Figure 1. Signal wires on met2 (run 1).
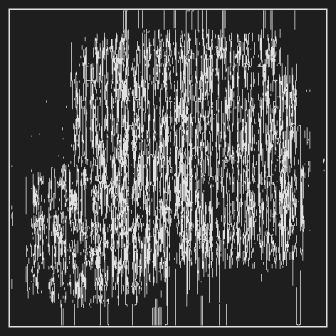
Figure 2. Local utilization (run 1).
Bar = 50 microns. The die is cut into 20 by 20 equal tiles; black is low, pale yellow is high, 0 to 100% covered.
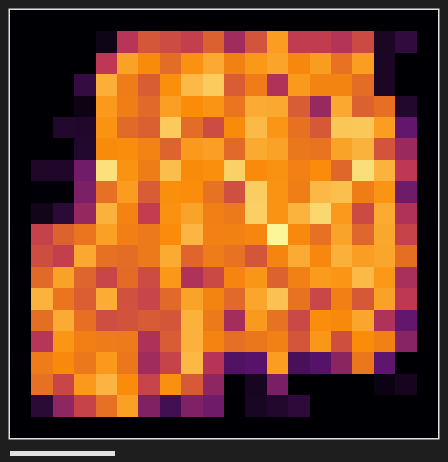
Figure 3. M1 wires (run 1).
Bar = 50 microns.
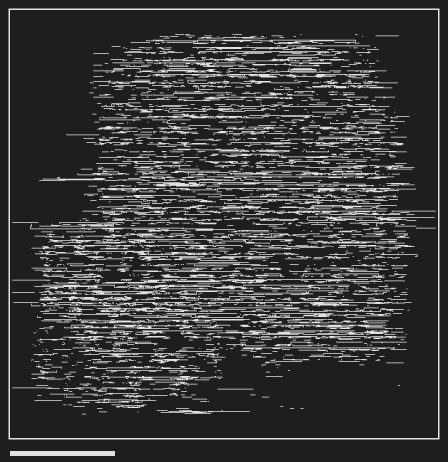
$ cat config.mk
export PLATFORM = sky130hd
export DESIGN_NAME = regfile_scoreboard
export DESIGN_NICKNAME = d
export VERILOG_FILES = /design/src/rtl/rf_pkg.sv /design/src/rtl/rf_pend_counter.sv /design/src/rtl/regfile_scoreboard.sv
export SDC_FILE = /design/constraint.sdc
export NUM_CORES = 1
export LEC_CHECK = 0
export ABC_AREA = 0
export ABC_CLOCK_PERIOD_IN_PS = 11500
export CAP_MARGIN = 20
export CORE_MARGIN = 10
export CORE_UTILIZATION = 52
export CTS_CLUSTER_SIZE = 12
export DETAILED_ROUTE_END_ITERATION = 12
export PLACE_DENSITY = 0.74
export SYNTH_ARGS = -nofsm -noshare
export SYNTH_HDL_FRONTEND = slang
export SYNTH_HIERARCHICAL = 1
export SYNTH_SLANG_ARGS = --single-unit
$ cat constraint.sdc
create_clock -name clk_i -period 11.5 [get_ports clk_i]
set_input_delay 1.725 -clock clk_i [delete_from_list [all_inputs] [get_ports clk_i]]
set_output_delay 1.725 -clock clk_i [all_outputs]
set_load 0.05 [all_outputs]
$ cat src/rtl/rf_pkg.sv
// Shared defaults, derived widths and typedefs for the scoreboarded register file.
package rf_pkg;

  localparam int unsigned DefDataW   = 16;
  localparam int unsigned DefNumRegs = 16;
  localparam int unsigned DefAddrW   = $clog2(DefNumRegs);
  localparam int unsigned DefCntW    = 2;

  typedef logic [DefAddrW-1:0] reg_idx_t;
  typedef logic [DefDataW-1:0] reg_data_t;
  typedef logic [DefCntW-1:0]  pend_cnt_t;

  // Largest value a pending-write counter of width cnt_w can hold.
  function automatic int unsigned cnt_max(input int unsigned cnt_w);
    return (1 << cnt_w) - 1;
  endfunction

endpackage

$ cat src/rtl/rf_pend_counter.sv
// Saturating pending-write counter for one architectural register.
module rf_pend_counter
  import rf_pkg::*;
#(
  parameter int unsigned CNT_W = DefCntW
) (
  input  logic             clk_i,
  input  logic             rst_ni,
  input  logic             inc_i,
  input  logic             dec_i,
  output logic [CNT_W-1:0] cnt_next_o,
  output logic             is_zero_o,
  output logic             is_max_o,
  output logic             err_o
);

  logic [CNT_W-1:0] cnt_q, cnt_d;
  logic             inc_eff, dec_eff;

  assign is_zero_o = (cnt_q == '0);
  assign is_max_o  = (cnt_q == CNT_W'(cnt_max(CNT_W)));
  // A writeback with nothing outstanding leaves the count alone and flags an error.
  assign dec_eff   = dec_i & ~is_zero_o;
  assign err_o     = dec_i & is_zero_o;
  assign inc_eff   = inc_i & (~is_max_o | dec_eff);

  always_comb begin
    cnt_d = cnt_q;
    if (inc_eff && !dec_eff) begin
      cnt_d = cnt_q + CNT_W'(1);
    end else if (!inc_eff && dec_eff) begin
      cnt_d = cnt_q - CNT_W'(1);
    end
  end

  assign cnt_next_o = cnt_d;

  always_ff @(posedge clk_i or negedge rst_ni) begin
    if (!rst_ni) begin
      cnt_q <= '0;
    end else begin
      cnt_q <= cnt_d;
    end
  end

endmodule

$ cat src/rtl/regfile_scoreboard.sv
// Register file with per-register pending-write counters. Define RF_BYPASS_EN to forward
// same-cycle writeback data and busy release onto the read ports.
module regfile_scoreboard
  import rf_pkg::*;
#(
  parameter int unsigned DATA_W   = DefDataW,
  parameter int unsigned NUM_REGS = DefNumRegs,
  parameter int unsigned CNT_W    = DefCntW,
  localparam int unsigned ADDR_W  = $clog2(NUM_REGS),
  localparam int unsigned PEND_W  = ADDR_W + CNT_W
) (
  input  logic              clk_i,
  input  logic              rst_ni,
  input  logic [ADDR_W-1:0] rd_addr1_i,
  input  logic [ADDR_W-1:0] rd_addr2_i,
  output logic [DATA_W-1:0] rd_data1_o,
  output logic [DATA_W-1:0] rd_data2_o,
  output logic              rd_busy1_o,
  output logic              rd_busy2_o,
  input  logic              rsv_valid_i,
  input  logic [ADDR_W-1:0] rsv_addr_i,
  output logic              rsv_ready_o,
  input  logic              wb_valid_i,
  input  logic [ADDR_W-1:0] wb_addr_i,
  input  logic [DATA_W-1:0] wb_data_i,
  output logic              wb_err_o,
  output logic [PEND_W-1:0] pend_total_o
);

  logic [DATA_W-1:0]   regs_q [NUM_REGS];
  logic [CNT_W-1:0]    cnt_next [NUM_REGS];
  logic [NUM_REGS-1:0] inc, dec, is_zero, is_max, err;
  logic                rsv_acc;
  logic [PEND_W-1:0]   pend_total_q, pend_total_d;
  logic                wb_err_q, wb_err_d;
  logic [ADDR_W-1:0]   rd_addr [2];
  logic [DATA_W-1:0]   rd_data [2];
  logic                rd_busy [2];

  // A full counter can still accept when the same edge retires one write to it.
  assign rsv_ready_o = ~is_max[rsv_addr_i] | (wb_valid_i & (wb_addr_i == rsv_addr_i));
  assign rsv_acc     = rsv_valid_i & rsv_ready_o;

  for (genvar i = 0; i < NUM_REGS; i++) begin : g_cnt
    assign inc[i] = rsv_acc & (rsv_addr_i == ADDR_W'(i));
    assign dec[i] = wb_valid_i & (wb_addr_i == ADDR_W'(i));

    rf_pend_counter #(
      .CNT_W(CNT_W)
    ) u_cnt (
      .clk_i      (clk_i),
      .rst_ni     (rst_ni),
      .inc_i      (inc[i]),
      .dec_i      (dec[i]),
      .cnt_next_o (cnt_next[i]),
      .is_zero_o  (is_zero[i]),
      .is_max_o   (is_max[i]),
      .err_o      (err[i])
    );
  end

  always_comb begin
    pend_total_d = '0;
    for (int i = 0; i < NUM_REGS; i++) begin
      pend_total_d = pend_total_d + PEND_W'(cnt_next[i]);
    end
    wb_err_d = wb_err_q | (|err);
  end

  always_ff @(posedge clk_i or negedge rst_ni) begin
    if (!rst_ni) begin
      pend_total_q <= '0;
      wb_err_q     <= 1'b0;
    end else begin
      pend_total_q <= pend_total_d;
      wb_err_q     <= wb_err_d;
    end
  end

  always_ff @(posedge clk_i or negedge rst_ni) begin
    if (!rst_ni) begin
      for (int i = 0; i < NUM_REGS; i++) begin
        regs_q[i] <= '0;
      end
    end else if (wb_valid_i) begin
      regs_q[wb_addr_i] <= wb_data_i;
    end
  end

  assign rd_addr[0] = rd_addr1_i;
  assign rd_addr[1] = rd_addr2_i;

  always_comb begin
    for (int p = 0; p < 2; p++) begin
      rd_data[p] = regs_q[rd_addr[p]];
      rd_busy[p] = ~is_zero[rd_addr[p]];
`ifdef RF_BYPASS_EN
      if (wb_valid_i && (wb_addr_i == rd_addr[p])) begin
        rd_data[p] = wb_data_i;
        rd_busy[p] = ~is_zero[rd_addr[p]] & (cnt_next[rd_addr[p]] != '0);
      end
`endif
    end
  end

  assign rd_data1_o   = rd_data[0];
  assign rd_data2_o   = rd_data[1];
  assign rd_busy1_o   = rd_busy[0];
  assign rd_busy2_o   = rd_busy[1];
  assign wb_err_o     = wb_err_q;
  assign pend_total_o = pend_total_q;

endmodule

==> results.py, run 1 <==
# Physical implementation metrics
metrics = {
    "layout": {
        "syn2layout_area_growth_pct": 12.43,
        "fillers": 2561,
        "regArea_sq_um": 7382,
        "design_area_sq_um": 19850,
        "stdcell_count": 1729,
        "fin_nets": 1361,
        "drive_above_1_share_pct": 40.67,
        "mi_logic_area_sq_um": 9605,
        "antenna_cells": 0,
    },
    "pwr": {
        "pwr-share-comb_pct": 58.5,
        "p_per_area_nw_per_um2": 321.2,
        "p_sw_uw": 2516,
        "seqPwrFrac_pct": 25.0,
        "total_power_uw": 6377,
        "p_leak_uw": 0.008385,
        "power.internal_uw": 3860,
        "swShare_pct": 39.46,
        "ir_drop_mv": 2.018,
        "clock_power_share_pct": 16.5,
    },
    "sta": {
        "max_slew.worst_pin.slew_ps": 1115,
        "setup_tns_ps": 0,
        "fin_crit_sh_pct": 66.67,
        "finalClockSkew_ps": 4.346,
        "min_period_ps": 7667,
        "setup_violations": 0,
        "fmax_mhz": 130.4,
        "rsz0062_at_grt": "no",
        "max_slew_margin_pct": 25.65,
        "finalHoldViolCount": 0,
        "slew_violations": 0,
    },
    "logic_synthesis": {
        "yosysWarnings": 6,
        "synth.avg_cell_area_sq_um": 14.62,
        "ys_cells": 1208,
        "ys_ff": 295,
        "edf_count": 0,
        "synth_nets": 1310,
        "synth_chip_area_sq_um": 17660,
        "ys_async_sr_fraction_pct": 100.0,
        "synth_seq_share_pct": 41.80,
        "netlist_area_sq_um": 17660,
        "netlist_instances": 1208,
        "flop_cell": "dfrtp_1",
        "ys_types": 39,
    },
    "grt": {
        "grt_max_degree": 157,
        "grt_pass1_vias": 11484,
        "gr-total-overflow": 0,
        "grt_pass1_wl_microns": 67850,
        "grt_usage_pct": 21.00,
        "antenna_found_initial": 0,
    },
    "worst_setup_path": {
        "crit-reg2reg-launch": "g_cnt[4].u_cnt/cnt_q[1]$_DFF_PN0_",
        "start_kind": "primary input",
        "cp_max_fo": 13,
        "crit_end": "pend_total_o[5]$_DFF_PN0_",
        "required_ps": 11950,
        "critPathArrivalTime_ps": 8120,
        "reg2reg_depth": 22,
        "r2r_setup_slack_ps": 5330,
        "endpoint_kind": "flip-flop",
        "critPathKind": "in -> reg",
        "startpoint": "rsv_addr_i[0]",
        "timing.rr.end": "pend_total_o[5]$_DFF_PN0_",
    },
    "worst_hold_path": {
        "min_path_type": "reg -> reg",
        "min-delay-start": "regs_q[235]$_DFFE_PN0P_",
        "min_to": "regs_q[235]$_DFFE_PN0P_",
        "hold_depth": 1,
    },
    "placement": {
        "dp_hpwl_microns": 26470,
        "place_inst": 1671,
        "portBuffers": 77,
        "gp_congestion": 0.8166,
        "placed_area_sq_um": 18770,
    },
    "route": {
        "ant_nets": 0,
        "drc": 0,
        "drt_first_pass_iters": 6,
        "drtIter0Drc": 832,
        "routedWlPerCell_microns": 24.96,
        "via_per_inst": 6.244,
    },
    "clocking": {
        "root_buffer": "clkbuf_16",
        "h-tree-depth": 2,
        "cts_tree": "done",
        "clkLatencyLatePin_ps": 510,
        "cts.path.max_buffers": 3,
        "cts_buffers": 34,
        "cts_resized": 0,
        "ctsHoldBuffers": 0,
        "cts_post_setup_buffers_inserted": 0,
        "numClockSinks": 295,
        "clkTransAtPathRegs_ps": 60,
    },
    "die": {
        "io-pin-count": 78,
        "chipArea_sq_um": 41730,
        "die-height_microns": 204.3,
        "rows": 67,
        "fp.dieW_microns": 204.3,
    },
    "run_status": {
        "outcome": "finished clean",
    },
    "run": {
        "cap_violations": 0,
        "warnings": 47,
    },
}
Back to the opening pictures, Figure 1:
wire length on this layer: 21.8 mm
share of all routed wire: 51%
longest straight run: 97.6 microns
nets with wire on the layer: 1267
met2 Usage GRT: 35.43%
Post-Route WL: 43150 microns
Vias: 10.80k

Back to the opening pictures, Figure 2:
densest ninth of the die: middle
nearly empty tiles: 26%
tiles over 75% full: 25%
mean over tiles: 46%
emptiest ninth of the die: top left
fullest tile: 98%
Floorplan Utilization: 52.66%
core area: 33530 sq um
Util after Layout: 59.21%

Back to the opening pictures, Figure 3:
nets with wire on the layer: 1279
main direction: horizontal
longest straight run: 82.3 microns
GRT met1 Usage: 27.70%

[run 1: cells by family after synthesis]
| kind of cell | count (synthesis) | synth area share (%) |
|---|---|---|
| adders and majority gates | 66 | 5.781 |
| and+or+nand+nor | 170 | 6.285 |
| muxes | 449 | 39.60 |
| xor gates and xnor gates | 24 | 1.190 |
| AOI/OAI and AO/OA | 41 | 1.367 |
| buffers and inverters | 163 | 3.975 |
| DFF | 295 | 41.80 |
[run 1: placed cells by master, fill, tap and decap left out, types with 24 or more instances in the layout]
cell	instances
dfrtp_1	295
mux2_2	239
mux4_2	174
inv_1	81
clkdlybuf4s50_1	70
nand2b_1	50
ha_1	40
clkbuf_16	34
fa_1	26
nand2_1	24
[run 1: state kept, by name, summed over array words and instances, names as in the netlist]
name	cells
g_cnt.u_cnt/cnt_q	32
pend_total_o	6
regs_q	256
wb_err_o	1
[run 1: cells in the mapped netlist (16+ instances only)]
master	number	area share, %
buf_2	30	0.85
inv_1	81	1.7
clkbuf_1	41	0.87
mux2i_1	18	1.0
mux2_2	239	15
and2_1	16	0.57
mux4_2	174	22
nand2b_1	53	1.9
fa_1	26	2.9
a21oi_1	17	0.48
nand2_1	24	0.51
xnor2_1	23	1.1
dfrtp_1	295	42
nand3b_1	20	0.85
mux2_1	18	1.1
ha_1	40	2.8
[run 1: power by group through the flow]
| stage | clock network (uW) | logic [uW] | registers [uW] |
|---|---|---|---|
| 3_5_place_dp | 0 | 3810 | 1600 |
| 6_report | 1050 | 3730 | 1590 |
| 3_3_place_gp | 0 | 3630 | 1580 |
| 5_1_grt | 1120 | 4360 | 1630 |
| 4_1_cts | 1070 | 3840 | 1590 |
| 2_1_floorplan | 0 | 2930 | 1580 |
[run 1: worst max-delay path, stage by stage]
cell             delay [ps]
clkdlybuf4s50_1         830
mux4_2                  590
a21boi_0                200
nor4b_1                 680
nand2b_1                200
a21oi_1                  60
a31oi_1                 220
inv_1                    90
fa_1                    510
inv_1                    50
fa_1                    500
inv_1                    50
fa_1                    470
fa_1                    510
fa_1                    480
inv_1                    70
ha_1                    170
inv_1                    50
fa_1                    400
nor2b_1                 120
o21ai_0                  80
nand2b_1                 70
[run 1: per-stage QoR]
stage / util [%] / hold slack, ps / worst slack, ps
floorplan: - / 476.2 / 4486
global placement: 55.96 / 486.9 / 3512
detailed placement: 55.96 / 505.1 / 3283
CTS: 59.21 / 518.5 / 3832
global route: 59.21 / 531.4 / 3341
finish: 59.21 / 513.4 / 3833
[run 1: per-layer routing]
layer / global-route usage, % / wire length [microns] / part of all wire [%]
met1: 27.70 / 17890 / 41
met2: 35.43 / 21830 / 51
met3: 3.550 / 2545 / 5.9
met4: 5.448 / 889 / 2.1
met5: 0 / 0 / 0
[run 1: layout make-up]
cell class | count | share of cell area, %
inverters | 81 | 1.531
flip-flops and latches | 295 | 37.18
clock inverters | 7 | 0.2710
clock buffers | 51 | 5.212
repair buffers | 97 | 4.600
well taps | 448 | 2.823
multi-input cells | 750 | 48.38
Figure 4. Routing congestion map (run 1).
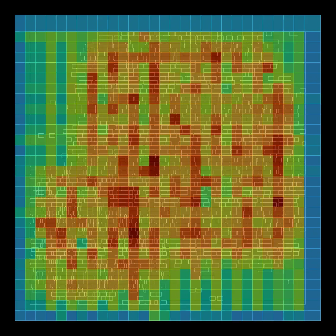

==> run 1 -> run 2 <==
- ABC_CLOCK_PERIOD_IN_PS: 11500 -> 7900
- clock period: 11.5 -> 7.9 ns (I/O delays scaled with it)
Figure 5. Routing congestion map (run 2).
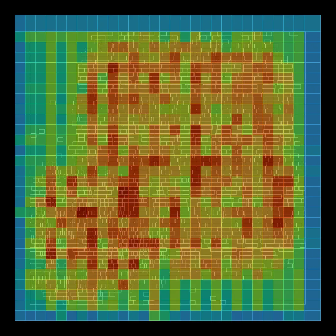
met2 Usage GRT: 35.50%
drt wl/cell: 24.87 microns
gr usage total: 21.17%

==> run 2 against run 1 <==
Compared with the run above:
- synthesized cell count unchanged
- combinational power increased by 46%
- clock power increased by 46%
- utilization increased by 0.25 points
- area after synthesis unchanged
- global-route usage increased by 0.17 points
- clock skew about the same
- cell area increased by 0.42%
- die area unchanged
- sequential share of layout area decreased by 0.15 points
- critical path type unchanged
- largest cell class unchanged
- highest routed layer unchanged
==> results.py, run 2 <==
# Physical implementation metrics
metrics = {
    "route": {
        "met3_length_microns": 2523,
        "route.met2.wl_microns": 22130,
        "ant_nets": 0,
        "top_layer": "met4",
        "drt-met1-wl_microns": 17610,
        "via_per_inst": 6.201,
        "drt_first_pass_iters": 5,
        "drc": 0,
        "drtIter0Drc": 788,
    },
    "logic_synthesis": {
        "synth.avg_cell_area_sq_um": 14.62,
        "ys_types": 39,
        "synth_seq_share_pct": 41.80,
        "ys_ff": 295,
        "edf_count": 0,
        "synth_nets": 1310,
        "netlist_instances": 1208,
        "yosys.area_share.adder_pct": 5.781,
        "common_cells": "dfrtp_1, mux2_2, mux4_2",
        "top_cell_area_share_pct": 41.80,
        "synth_area_leader_cell": "dfrtp_1",
        "mux_share_pct": 39.60,
        "ys_async_sr_fraction_pct": 100.0,
        "synth.most_common_cell": "dfrtp_1",
        "ys_cells": 1208,
        "simple_gate_share_pct": 6.285,
        "flop_cell": "dfrtp_1",
        "top_logic_kind": "multiplexers",
        "area_leaders": "dfrtp_1, mux4_2, mux2_2",
        "synth_chip_area_sq_um": 17660,
        "synthAoiAreaFrac_pct": 1.367,
        "yosysWarnings": 6,
        "netlist_area_sq_um": 17660,
        "synth-xor-area-share_pct": 1.190,
    },
    "sta": {
        "setup_ws_ps": 871.0,
        "max_slew_margin_pct": 29.36,
        "min_period_ps": 7029,
        "fin_crit_sh_pct": 88.97,
        "rsz0062_at_grt": "no",
        "finalHoldViolCount": 0,
        "finalClockSkew_ps": 4.218,
        "slew_violations": 0,
        "fmax_mhz": 142.3,
        "setup_tns_ps": 0,
        "hold_slack_ps": 512.5,
        "max_slew.worst_pin.slew_ps": 1060,
        "setup_violations": 0,
    },
    "layout": {
        "final_layout_top_logic_cells": "dfrtp_1, mux2_2, mux4_2",
        "fin_nets": 1373,
        "drive_above_1_share_pct": 40.73,
        "layout_top_cell": "dfrtp_1",
        "antenna_cells": 0,
        "mi_logic_area_sq_um": 9598,
        "syn2layout_area_growth_pct": 12.89,
        "stdcell_count": 1742,
        "top_register": "regs_q",
        "largest_register_ffs": 256,
        "regArea_sq_um": 7382,
        "fillers": 2563,
    },
    "clocking": {
        "h-tree-depth": 2,
        "clkTransAtPathRegs_ps": 50,
        "root_buffer": "clkbuf_16",
        "cts_tree": "done",
        "cts.path.max_buffers": 3,
        "numClockSinks": 295,
        "cts_post_setup_buffers_inserted": 0,
        "clkLatencyLatePin_ps": 520,
        "cts_buffers": 34,
        "ctsHoldBuffers": 0,
        "cts_resized": 0,
    },
    "worst_setup_path": {
        "critPathArrivalTime_ps": 7480,
        "start_kind": "primary input",
        "cp_max_fo": 13,
        "r2r_setup_slack_ps": 1840,
        "startpoint": "rsv_addr_i[0]",
        "timing.rr.end": "pend_total_o[5]$_DFF_PN0_",
        "crit_end": "pend_total_o[5]$_DFF_PN0_",
        "crit-reg2reg-launch": "g_cnt[7].u_cnt/cnt_q[1]$_DFF_PN0_",
        "endpoint_kind": "flip-flop",
        "required_ps": 8350,
        "reg2reg_depth": 20,
        "critPathKind": "in -> reg",
    },
    "placement": {
        "gp_congestion": 0.8801,
        "dp_hpwl_microns": 27220,
        "place_ws_ps": 409.8,
        "portBuffers": 77,
        "place_inst": 1682,
    },
    "run_status": {
        "outcome": "finished clean",
    },
    "pwr": {
        "power.internal_uw": 5632,
        "pwr-share-comb_pct": 58.6,
        "p_per_area_nw_per_um2": 465.7,
        "p_leak_uw": 0.008437,
        "ir_drop_mv": 2.513,
        "clock_power_share_pct": 16.5,
        "seqPwrFrac_pct": 24.9,
        "swShare_pct": 39.34,
        "p_sw_uw": 3652,
    },
    "die": {
        "io-pin-count": 78,
        "die-height_microns": 204.3,
        "chipArea_sq_um": 41730,
        "initCoreUtil_pct": 52.66,
        "fp.dieW_microns": 204.3,
        "core_area_sq_um": 33530,
        "rows": 67,
    },
    "worst_hold_path": {
        "min-delay-start": "regs_q[200]$_DFFE_PN0P_",
        "min_path_type": "reg -> reg",
    },
    "run": {
        "warnings": 45,
        "cap_violations": 0,
    },
    "grt": {
        "grt_max_degree": 103,
        "gr-total-overflow": 0,
        "grt_pass1_vias": 11438,
        "antenna_found_initial": 0,
        "grt_pass1_wl_microns": 68030,
    },
}
Figure 6. Routed metal per tile (run 2).
Bar = 50 microns. The die is cut into 20 by 20 equal tiles; black is low, pale yellow is high, scaled to the fullest tile. Values are wire area over tile area, all layers added.
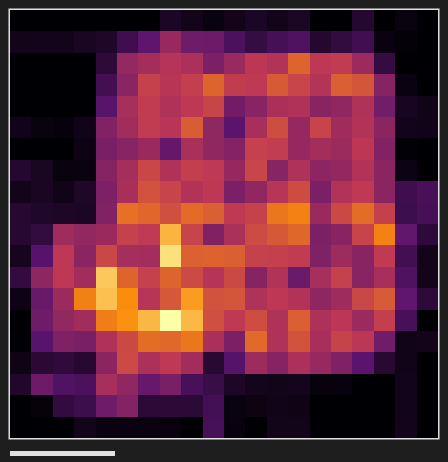
emptiest ninth of the die: top left
mean over tiles: 0.17
nearly empty tiles: 15%
fullest tile: 0.54
densest ninth of the die: middle
tiles over half the peak: 24%
Post-Route WL: 43320 microns
Vias: 10.80k

-- run 2: cell count changes in the layout (fill, tap and decap cells not counted) --
cell and delta:
buf_12 -1, buf_16 +1, buf_4 +12, bufinv_16 +1, clkbuf_1 +4, clkbuf_16 +1
clkbuf_8 -6, clkinv_2 +2, clkinv_8 -1, inv_16 +1, inv_6 -1, nand2b_1 +3
nand2b_2 -3
-- run 2: how the worst min path moves through the flow --
stage                                          to  slack (ps)  cells past startpoint
after floorplan           regs_q[198]$_DFFE_PN0P_         480                      1
after global placement    regs_q[238]$_DFFE_PN0P_         490                      1
after detailed placement  regs_q[199]$_DFFE_PN0P_         500                      1
after CTS                 regs_q[236]$_DFFE_PN0P_         520                      1
after global routing      regs_q[234]$_DFFE_PN0P_         540                      1
final                     regs_q[200]$_DFFE_PN0P_         510                      1
-- run 2: kinds of logic (layout without fill, tap and decap cells) --
family | after synthesis | in the layout
and+or+nand+nor | 170 | 170
DFF | 295 | 295
AOI/OAI and AO/OA | 41 | 41
adders and majority gates | 66 | 66
buffers and inverters | 163 | 249
muxes | 449 | 449
xor gates and xnor gates | 24 | 24
-- run 2: power by group through the flow --
| stage | clock network (uW) | logic (uW) | registers, uW |
|---|---|---|---|
| 3_3_place_gp | 0 | 5330 | 2300 |
| 4_1_cts | 1560 | 5550 | 2310 |
| 6_report | 1530 | 5440 | 2310 |
| 5_1_grt | 1620 | 6390 | 2370 |
| 3_5_place_dp | 0 | 5470 | 2330 |
| 2_1_floorplan | 0 | 4270 | 2300 |
-- run 2: layout make-up --
type	instances	share of cell area [%]
Multi-Input combinational cell	750	48.14
Sequential cell	295	37.03
Timing Repair Buffer	109	5.071
Clock buffer	50	4.977
Tap cell	448	2.812
Inverter	81	1.525
Clock inverter	9	0.4456
-- run 2: worst max-delay path, cell delays in order --
cell,delay [ps]
clkdlybuf4s50_1,840
mux4_2,600
a21boi_0,200
nor4_1,640
nand2b_1,160
mux2i_1,250
xnor2_1,150
fa_1,470
fa_1,500
inv_1,60
fa_1,530
fa_1,440
fa_1,490
inv_1,70
ha_1,150
inv_1,50
fa_1,400
nor2b_1,130
o21ai_0,80
nand2b_1,70
-- run 2: stage by stage --
| step | util [%] | total power, uW | cell area [sq um] |
|---|---|---|---|
| 6_report | 59.46 | 9284 | 19940 |
| 5_1_grt | 59.46 | 10380 | 19940 |
| 4_1_cts | 59.37 | 9423 | 19910 |
| 3_5_place_dp | 56.15 | 7804 | 18830 |
| 3_3_place_gp | 56.15 | 7625 | 18830 |
| 2_1_floorplan | - | 6567 | 17660 |
-- run 2: layer usage --
metal | GRT usage (%) | up-vias
li1 | - | 4620
met1 | 27.79 | 5791
met2 | 35.50 | 314
met3 | 3.709 | 77
met4 | 6.030 | 0
met5 | 0 | -
Figure 7. M1 wires (run 2).
Bar = 50 microns.
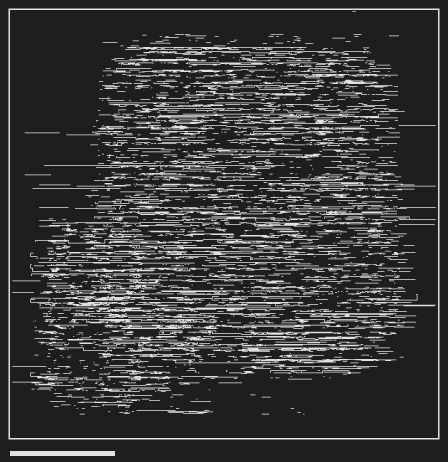

==> run 2 -> run 3 <==
--- a/constraint.sdc
+++ b/constraint.sdc
@@ -3,2 +3,2 @@
 set_output_delay 1.185 -clock clk_i [all_outputs]
-set_load 0.05 [all_outputs]
+set_load 0.1 [all_outputs]
Figure 8. M1 wires (run 3).
Bar = 50 microns.
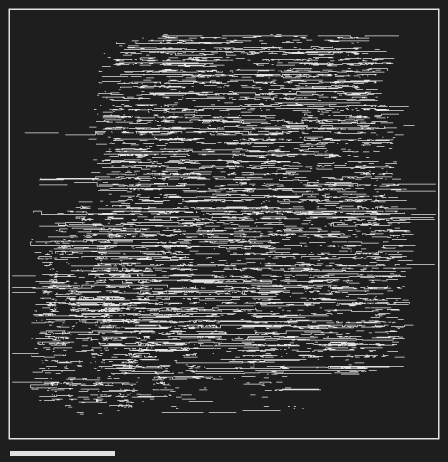
main direction: horizontal
nets with wire on the layer: 1286
share of all routed wire: 42%
wire length on this layer: 18300 microns
longest straight run: 65.8 microns
Vias: 10.81k
Post-Route WL: 43850 microns

==> run 3 against run 2 <==
Compared with the run above:
- clock power increased by 7%
- highest routed layer unchanged
- clock-buffer cell count decreased by 1
- cell area increased by 0.41%
- critical endpoint unchanged
- largest power group unchanged
- utilization increased by 0.24 points
- first-iteration DRC count increased by 7.0%
==> results.py, run 3 <==
# Physical implementation metrics
metrics = {
    "run_status": {
        "outcome": "finished clean",
    },
    "logic_synthesis": {
        "common_cells": "dfrtp_1, mux2_2, mux4_2",
        "edf_count": 0,
        "netlist_area_sq_um": 17660,
        "ys_cells": 1208,
        "synth.most_common_cell": "dfrtp_1",
        "ys_ff": 295,
        "yosys.area_share.adder_pct": 5.781,
        "synth-xor-area-share_pct": 1.190,
        "area_leaders": "dfrtp_1, mux4_2, mux2_2",
        "ys_async_sr_fraction_pct": 100.0,
        "synthAoiAreaFrac_pct": 1.367,
        "ys_types": 39,
        "top_logic_kind": "multiplexers",
        "flop_cell": "dfrtp_1",
        "synth_nets": 1310,
        "yosysWarnings": 6,
        "synth.avg_cell_area_sq_um": 14.62,
        "synth_chip_area_sq_um": 17660,
        "synth_seq_share_pct": 41.80,
        "synth_area_leader_cell": "dfrtp_1",
        "simple_gate_share_pct": 6.285,
        "top_cell_area_share_pct": 41.80,
        "netlist_instances": 1208,
    },
    "sta": {
        "fmax_mhz": 143.3,
        "setup_violations": 0,
        "fin_crit_sh_pct": 88.32,
        "max_slew_margin_pct": 33.03,
        "rsz0062_at_grt": "no",
        "setup_tns_ps": 0,
        "setup_ws_ps": 922.8,
        "min_period_ps": 6977,
        "finalHoldViolCount": 0,
        "finalClockSkew_ps": 7.836,
        "max_slew.worst_pin.slew_ps": 1001,
    },
    "clocking": {
        "cts.path.max_buffers": 3,
        "root_buffer": "clkbuf_16",
        "cts_resized": 0,
        "cts_buffers": 35,
        "clkTransAtPathRegs_ps": 60,
        "cts_tree": "done",
        "numClockSinks": 295,
        "cts_post_setup_buffers_inserted": 0,
        "h-tree-depth": 2,
        "ctsHoldBuffers": 0,
        "clkLatencyLatePin_ps": 510,
    },
    "layout": {
        "antenna_cells": 0,
        "drive_above_1_share_pct": 41.04,
        "layout_top_cell": "dfrtp_1",
        "largest_register_ffs": 256,
        "fin_nets": 1373,
        "syn2layout_area_growth_pct": 13.36,
        "top_register": "regs_q",
        "final_layout_top_logic_cells": "dfrtp_1, mux2_2, mux4_2",
    },
    "worst_hold_path": {
        "min_path_type": "reg -> reg",
    },
    "die": {
        "initCoreUtil_pct": 52.66,
        "core_area_sq_um": 33530,
        "io-pin-count": 78,
        "chipArea_sq_um": 41730,
        "fp.dieW_microns": 204.3,
        "rows": 67,
        "die-height_microns": 204.3,
    },
    "worst_setup_path": {
        "max_stage_delay_ps": 830,
        "crit_family": "adder cells",
        "critical_path.slowest_cell": "clkdlybuf4s50_1",
        "start_kind": "primary input",
        "required_ps": 8350,
        "path_buffers": 6,
        "cpMostUsedCell": "fa_1",
        "critPathArrivalTime_ps": 7430,
        "worstPathCellList": "clkdlybuf4s50_1, mux4_2, a21boi_0, nor3_1, nand2b_1, a21oi_1, a31oi_1, inv_1, fa_1, inv_1, fa_1, inv_1, fa_1, fa_1, fa_1, inv_1, ha_1, inv_1, fa_1, nor2b_1, o21ai_0, nand2b_1",
        "endpoint_kind": "flip-flop",
    },
    "placement": {
        "dp_hpwl_microns": 27220,
        "portBuffers": 77,
        "place_ws_ps": 470.5,
        "gp_congestion": 0.8763,
    },
    "pwr": {
        "ir_drop_mv": 3.212,
        "p_per_area_nw_per_um2": 483.5,
        "p_leak_uw": 0.008473,
    },
    "grt": {
        "gr-total-overflow": 0,
        "grt_pass1_wl_microns": 68850,
        "antenna_found_initial": 0,
        "grt_max_degree": 131,
        "grt_pass1_vias": 11485,
    },
    "route": {
        "ant_nets": 0,
        "via_per_inst": 6.205,
        "drtIter0Drc": 843,
        "drt_first_pass_iters": 5,
        "drc": 0,
    },
    "run": {
        "warnings": 45,
    },
}
Figure 9. Routed metal per tile (run 3).
Bar = 50 microns. The die is cut into 20 by 20 equal tiles; black is low, pale yellow is high, scaled to the fullest tile. Values are wire area over tile area, all layers added.
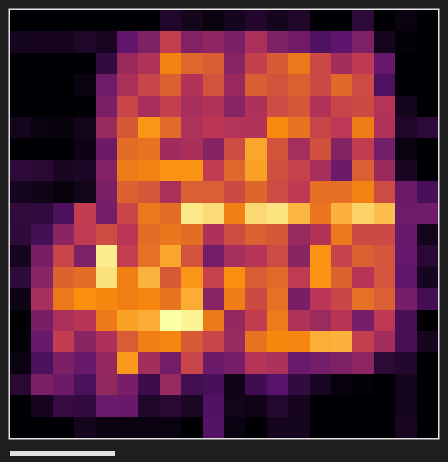
tiles over half the peak: 37%
mean over tiles: 0.17
nearly empty tiles: 14%
emptiest ninth of the die: top left
fullest tile: 0.46
densest ninth of the die: middle
gr usage total: 21.41%
drt wl/cell: 25.17 microns

[run 3: cell counts after synthesis]
No cell type changed its count.
[run 3: routing by layer]
metal / vias up / GRT usage (%) / part of all wire [%] / routed length [microns]
met3: 83 / 3.804 / 6.2 / 2706
met4: 0 / 5.898 / 2.5 / 1106
li1: 4615 / - / - / -
met5: - / 0 / 0 / 0
met1: 5746 / 28.79 / 42 / 18260
met2: 365 / 35.19 / 50 / 21780
[run 3: per-stage QoR]
stage | hold slack (ps) | total power [uW] | utilization [%] | instances | instance area (sq um)
3_3_place_gp | 486.7 | 7908 | 56.19 | 1682 | 18840
3_5_place_dp | 502.6 | 8093 | 56.19 | 1682 | 18840
6_report | 514.8 | 9678 | 59.70 | 1742 | 20020
2_1_floorplan | 476.2 | 6867 | - | 1208 | 17660
4_1_cts | 516.1 | 9820 | 59.70 | 1742 | 20020
5_1_grt | 537.6 | 10630 | 59.70 | 1742 | 20020
[run 3: area by class of cell]
type                       instances  area (sq um)
fill                            2585         13510
clock inverter                    11         147.6
multi-input combinational        750          9598
tap                              448         560.5
timing repair buffer             108         996.0
sequential                       295          7382
inverter                          81         304.0
clock buffer                      49          1030
[run 3: cell families after synthesis]
logic type	after synthesis
and+or+nand+nor	170
xor gates and xnor gates	24
adders and majority gates	66
muxes	449
DFF	295
buffers and inverters	163
AOI/OAI and AO/OA	41
[run 3: path summary, 6_finish.rpt]
| check | startpoint | endpoint | slack, ps | cells past startpoint |
|---|---|---|---|---|
| setup / recovery | rsv_addr_i[0] | pend_total_o[5]$_DFF_PN0_ | 920 | 22 |
| hold / removal | regs_q[205]$_DFFE_PN0P_ | regs_q[205]$_DFFE_PN0P_ | 510 | 1 |
| setup reg to reg | g_cnt[10].u_cnt/cnt_q[0]$_DFF_PN0_ | pend_total_o[5]$_DFF_PN0_ | 1890 | 22 |
| hold reg to reg | regs_q[205]$_DFFE_PN0P_ | regs_q[205]$_DFFE_PN0P_ | 510 | 1 |
| max in group asynchronous | rst_ni | pend_total_o[0]$_DFF_PN0_ | 5500 | 2 |
| min in group asynchronous | rst_ni | regs_q[54]$_DFFE_PN0P_ | 820 | 1 |
[run 3: worst register-to-register path, delay by kind of cell (launching register included)]
family,cells,cell delay (ps)
AND-OR/OR-AND,4,560
multiplexers,1,480
AND/OR/NAND/NOR,4,830
flip-flops,1,390
buffers and inverters,5,330
adder cells (fa/ha/maj),8,3360
[run 3: report_power, final]
| part | leakage (uW) | switching [uW] | internal [uW] |
|---|---|---|---|
| Combinational | 0.00430 | 3040 | 2680 |
| Clock | 0.000581 | 633 | 1010 |
| Sequential | 0.00359 | 286 | 2030 |
Power and IR drop assume default switching activity.
